File: src/rtl/stream_vadd_nch.sv
// N-input elementwise stream reducer (add/max/min) with eot-framed transfers
// and ap_start/ap_done control. One registered output slot feeds c_din.
module stream_vadd_nch #(
    parameter int NCH        = 3,
    parameter int W          = 32,
    parameter bit SIGNED_CMP = 1'b1
) (
    input  logic               ap_clk,
    input  logic               ap_rst,
    input  logic               ap_start,
    output logic               ap_done,
    output logic               ap_idle,
    output logic               ap_ready,
    input  logic [1:0]         mode,
    input  logic [NCH*W-1:0]   in_s_dout,
    input  logic [NCH-1:0]     in_s_dout_eot,
    input  logic [NCH-1:0]     in_s_empty_n,
    output logic [NCH-1:0]     in_s_read,
    output logic [W-1:0]       c_din,
    output logic               c_din_eot,
    input  logic               c_full_n,
    output logic               c_write,
    output logic               err_mismatch,
    output logic [31:0]        elem_count
);

    localparam int LVLS   = $clog2(NCH);
    localparam int LEAVES = 1 << LVLS;

    typedef enum logic [2:0] {S_IDLE, S_RUN, S_FLUSH, S_CLOSE, S_DONE} state_t;

    function automatic logic isGreater(input logic [W-1:0] a, input logic [W-1:0] b);
        if (SIGNED_CMP) return $signed(a) > $signed(b);
        return a > b;
    endfunction

    // Balanced max/min tree; unused leaves repeat operand 0, which cannot change the result.
    function automatic logic [W-1:0] reduceSel(input logic [NCH*W-1:0] v, input logic wantMax);
        logic [W-1:0] t [2*LEAVES-1];
        for (int i = 0; i < LEAVES; i++) begin
            int idx;
            idx = (i < NCH) ? i : 0;
            t[LEAVES-1+i] = v[idx*W +: W];
        end
        for (int n = LEAVES - 2; n >= 0; n--)
            t[n] = (isGreater(t[2*n+1], t[2*n+2]) == wantMax) ? t[2*n+1] : t[2*n+2];
        return t[0];
    endfunction

    function automatic logic [W-1:0] reduceAdd(input logic [NCH*W-1:0] v);
        logic [W-1:0] s;
        s = '0;
        for (int k = 0; k < NCH; k++)
            s = s + v[k*W +: W];
        return s;
    endfunction

    state_t         r_state;
    logic [1:0]     r_mode;
    logic           r_outVld;
    logic [W-1:0]   r_din;
    logic           r_dinEot;
    logic           r_err;
    logic [31:0]    r_count;

    logic           w_allValid;
    logic           w_allEot;
    logic           w_anyEot;
    logic           w_slotFree;
    logic           w_fire;
    logic           w_close;
    logic           w_mismatch;
    logic [W-1:0]   w_result;

    assign c_write    = r_outVld & c_full_n;
    assign w_slotFree = !r_outVld || c_write;
    assign w_allValid = &in_s_empty_n;
    assign w_allEot   = &in_s_dout_eot;
    assign w_anyEot   = |in_s_dout_eot;
    assign w_fire     = (r_state == S_RUN) && w_allValid && !w_anyEot && w_slotFree;
    assign w_close    = ((r_state == S_RUN) || (r_state == S_FLUSH))
                        && w_allValid && w_allEot && w_slotFree;
    assign w_mismatch = (r_state == S_RUN) && w_allValid && w_anyEot && !w_allEot;

    // In FLUSH, non-eot heads are drained while eot heads wait for the others.
    always_comb begin
        in_s_read = '0;
        if (w_fire || w_close)
            in_s_read = '1;
        else if (r_state == S_FLUSH)
            in_s_read = in_s_empty_n & ~in_s_dout_eot;
    end

    always_comb begin
        w_result = '0;
        case (r_mode)
            2'd1:    w_result = reduceSel(in_s_dout, 1'b1);
            2'd2:    w_result = reduceSel(in_s_dout, 1'b0);
            default: w_result = reduceAdd(in_s_dout);
        endcase
    end

    always_ff @(posedge ap_clk) begin
        if (ap_rst) begin
            r_state  <= S_IDLE;
            r_mode   <= '0;
            r_outVld <= 1'b0;
            r_din    <= '0;
            r_dinEot <= 1'b0;
            r_err    <= 1'b0;
            r_count  <= '0;
        end else begin
            if (c_write)
                r_outVld <= 1'b0;
            if (w_fire) begin
                r_din    <= w_result;
                r_dinEot <= 1'b0;
                r_outVld <= 1'b1;
                if (r_count != 32'hFFFF_FFFF)
                    r_count <= r_count + 32'd1;
            end
            if (w_close) begin
                r_din    <= '0;
                r_dinEot <= 1'b1;
                r_outVld <= 1'b1;
            end
            case (r_state)
                S_IDLE: begin
                    if (ap_start) begin
                        r_mode  <= mode;
                        r_err   <= 1'b0;
                        r_count <= '0;
                        r_state <= S_RUN;
                    end
                end
                S_RUN: begin
                    if (w_close) begin
                        r_state <= S_CLOSE;
                    end else if (w_mismatch) begin
                        r_err   <= 1'b1;
                        r_state <= S_FLUSH;
                    end
                end
                S_FLUSH: if (w_close) r_state <= S_CLOSE;
                S_CLOSE: if (c_write) r_state <= S_DONE;
                S_DONE:  r_state <= S_IDLE;
                default: r_state <= S_IDLE;
            endcase
        end
    end

    assign ap_idle      = (r_state == S_IDLE);
    assign ap_done      = (r_state == S_DONE);
    assign ap_ready     = (r_state == S_DONE);
    assign c_din        = r_din;
    assign c_din_eot    = r_dinEot;
    assign err_mismatch = r_err;
    assign elem_count   = r_count;

endmodule

File: config.mk
export PLATFORM = sky130hd
export DESIGN_NAME = stream_vadd_nch
export DESIGN_NICKNAME = d
export VERILOG_FILES = /design/src/rtl/stream_vadd_nch.sv
export SDC_FILE = /design/constraint.sdc
export NUM_CORES = 1
export LEC_CHECK = 0
export CELL_PAD_IN_SITES_DETAIL_PLACEMENT = 1
export CELL_PAD_IN_SITES_GLOBAL_PLACEMENT = 1
export CORE_ASPECT_RATIO = 1.4
export CORE_MARGIN = 2
export CORE_UTILIZATION = 43
export CTS_BUF_LIST = sky130_fd_sc_hd__clkbuf_8 sky130_fd_sc_hd__clkbuf_16
export DETAILED_ROUTE_END_ITERATION = 6
export PLACE_DENSITY = 0.84
export SYNTH_ARGS = -nofsm -noshare
export SYNTH_HDL_FRONTEND = slang
export SYNTH_SLANG_ARGS = --single-unit
File: constraint.sdc
create_clock -name ap_clk -period 10.1 [get_ports ap_clk]
set_clock_uncertainty 0.05 [all_clocks]
set_input_delay 1.515 -clock ap_clk [delete_from_list [all_inputs] [get_ports ap_clk]]
set_output_delay 1.515 -clock ap_clk [all_outputs]
set_load 0.01 [all_outputs]
Fig. 1: placement by cell class
(1.5 px per um)
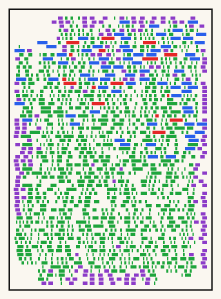
blue -> registers  # cells 72
green -> remaining logic cells  # cells 1,211
purple -> remaining buffers and delay cells  # cells 187
red -> clock drivers and dummy loads  # cells 16

Fig. 2: wires at chosen ports, followed through buffers
(2 px per um)
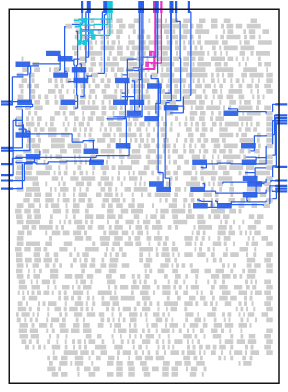
blue -> `c_din`  # direction output, edge 14 top, 10 right, 8 left, end cells 32, buffers 32, wire 1,690 um
magenta -> `mode`  # direction input, edge top, end cells 2, buffers 2, wire 89.8 um
cyan -> `in_s_dout_eot`  # direction input, edge top, end cells 5, buffers 3, wire 112 um
# port buffers: 180
Ports: 181

Fig. 3: signal wires on met3
(2 px per um)
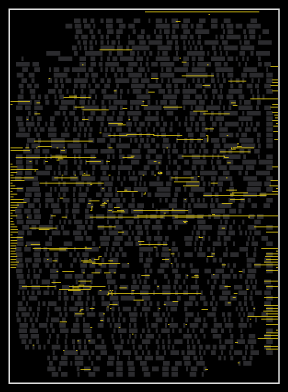
share of all routed wire = 3.7%
wire length on this layer = 1,520 um
routed vias: 11,100
Global Route met3 Usage: 3.44%
Routed WL: 41.6 mm

==> summary.txt <==
setup TNS - 0 ns
fill count - 2,921
largest net degree at the start of global routing - 82
Comb area - 0.00818 mm2
ys async rst share - 0%
maximum fanout along the worst path - 70
r2r worst-path depth - 8
final instance area - 0.0125 mm2
Top non-seq family - adder cells
hold path cells - 2
total power - 0.00139 W
global-route wire length before repair - 63.5 mm
antenna-violating nets left - 0
Max Slew Vio Count - 0
Chip Area, Yosys - 0.0102 mm2
Adders+Majority by Area - 26.0%
HP Start - c_din[1]$_SDFFE_PP0P_
Hold WC Path Type - reg -> reg
count of tool warnings - 27
combinational share of cell area - 65.5%
average size of a mapped cell - 7.61 um2
Setup CP Type - in -> reg
Compound Share, Synth - 25.1%
Setup crit end - c_din[30]$_SDFFE_PP0P_
gr ovfl total - 0
Lkg Pwr - 5.16 nW
final setup fails - 0
Largest cell class - combinational gates
number of enable flip-flop cells - 0
worst r2r dst - c_din[19]$_SDFFE_PP0P_
outcome - finished clean
fp_density - 43.8%
register area share after synthesis - 14.1%
Hold Violations, Final - 0
Non-CTS buffers - 187
CTS root buffer - clkbuf_16
RSZ-0062 raised after global routing - false
Yosys Instances - 1,341
GP Congestion - 0.958
Placed Area - 0.0122 mm2
Core Util, Final - 53.6%
Gate Count Post-Synth - 1,341
GRT Util Overall - 32.9%
vias in the first global route - 11,600
XOR/XNOR Area Share - 4.38%
Initial DRT Pass Iterations - 5
final period utilization - 91.5%
Tap Cells - 306
max_cap viols - 0
area grow syn2layout - 22.5%
slew margin rel. - 26.3%
placed cell count - 1,776
Cell Count, Final, Fillers Out - 1,792
CTS Buffer Depth - 2
Die X - 134 um
f_max - 108 MHz
yosys warning tally - 0
flops out of synthesis - 72
min cycle time layout - 9.24 ns
synthesized area - 0.0102 mm2
H-tree depth - 3
Hold Buf Count CTS - 0
post-synthesis net count - 1,642
initial antenna violation count - 0
Power Density - 111 mW/mm2
residual DRC count - 0
die area - 0.0250 mm2
CP Capture Type - register
Critical Path AT - 9.45 ns
crit path DRT - 10.31 ns
Yosys cell types - 69
Worst-path clk slew - 0.06 ns
Worst Hold Endpoint - c_din[1]$_SDFFE_PP0P_
worst vdd ir - 0.0933 mV
Fig. 4: routed clock nets over the placement
(2 px per um)
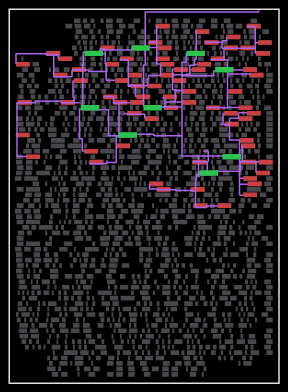
green -> clock-net drivers  # count 9
purple -> clock wires  # length 1,130 um
red -> flip-flops  # count 72
routed clock nets = 10
Clock Latency Late Sink: 0.35 ns
clock-net power: 0.000334 W
clock power share: 24.0%

Fig. 5: clock routing
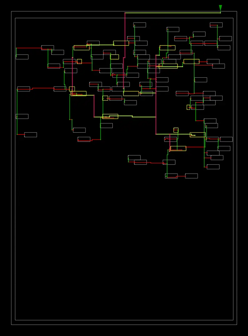
Num CTS Buffers: 9
flip-flops: 72
clock sinks: 72
layout clock buffer count: 10

## cell usage in the layout (no fill, tap or decap), types with 15 or more instances in the layout
master,Yosys,routed
a21o_1,17,17
mux2i_1,48,48
dfxtp_1,72,72
nand4_1,42,42
nand2_1,143,143
inv_1,87,87
xnor2_1,27,27
clkdlybuf4s50_1,0,180
nand3_1,35,35
fa_1,32,32
a31oi_1,15,15
ha_1,161,161
nor2_1,110,108
nor3_1,20,20
xor2_1,24,24
a21oi_1,134,134
o21ai_0,116,115
## metrics by stage
step	hold slack, ns	setup WS, ns
finish	0.425	0.860
global route	0.464	0.596
CTS	0.432	1.10
detailed placement	0.409	0.737
global placement	0.393	0.822
floorplan	0.426	3.30
## registers in the layout, indices dropped and copies added, names as in the netlist
register and count:
c_din 32, err_mismatch 1, r_mode 2, elem_count 32, r_outVld 1, r_state 3
c_din_eot 1
## worst max-delay path: stages
cell	delay, ns
clkdlybuf4s50_1	0.61
inv_1	0.13
ha_1	0.43
nand4_1	0.20
nor4_1	0.66
nand2_1	0.25
nor3_1	0.20
nor3_1	0.09
mux2_4	0.87
mux2i_1	0.32
ha_1	0.41
nand4_1	0.27
nor4_1	0.81
o31a_1	0.38
nor4_1	0.11
or4b_1	0.95
mux2i_4	0.64
a221o_1	0.26
a21oi_1	0.05
a211oi_1	0.23
## cell usage after synthesis (3+ instances only)
cell type | n | share of area, %
ha_1 | 161 | 20
nand2_1 | 143 | 5.3
a21oi_1 | 134 | 6.6
o21ai_0 | 116 | 5.7
nor2_1 | 110 | 4.0
inv_1 | 87 | 3.2
dfxtp_1 | 72 | 14
mux2i_1 | 48 | 4.7
nand4_1 | 42 | 2.6
nand3_1 | 35 | 1.7
clkbuf_1 | 32 | 1.2
fa_1 | 32 | 6.3
xnor2_1 | 27 | 2.3
xor2_1 | 24 | 2.1
nor3_1 | 20 | 0.98
a21o_1 | 17 | 1.3
a31oi_1 | 15 | 0.92
a211oi_1 | 12 | 0.88
o221ai_1 | 12 | 1.0
or3_1 | 12 | 0.74
buf_2 | 11 | 0.54
a221o_1 | 10 | 0.98
a221oi_1 | 10 | 0.86
nor2b_1 | 10 | 0.61
nor4_1 | 10 | 0.61
and3_1 | 9 | 0.55
and2_1 | 8 | 0.49
nand2b_1 | 8 | 0.49
o211ai_1 | 8 | 0.59
o22ai_1 | 8 | 0.49
buf_1 | 7 | 0.26
o31a_1 | 7 | 0.60
a22oi_1 | 6 | 0.44
o21a_1 | 6 | 0.44
buf_4 | 5 | 0.37
o221a_2 | 5 | 0.55
a222oi_1 | 4 | 0.39
o21ai_1 | 4 | 0.20
or2_2 | 4 | 0.25
a21boi_0 | 3 | 0.22
a311o_1 | 3 | 0.29
a32oi_1 | 3 | 0.26
buf_6 | 3 | 0.33
o31ai_1 | 3 | 0.22
## routing by layer
layer,up-vias,track usage (%),part of all wire (%)
li1,5206,-,-
met1,5345,34.1,37
met2,390,61.2,51
met3,164,3.44,3.7
met4,0,24.5,8.6
met5,-,0,0
## where the power goes
part | switching [W] | leakage, nW | internal, W
registers | 0.00000193 | 0.580 | 0.000286
clock network | 0.000135 | 0.145 | 0.000199
logic | 0.000463 | 4.43 | 0.000305
total | 0.000600 | 5.16 | 0.000789
Power and IR drop assume default switching activity.
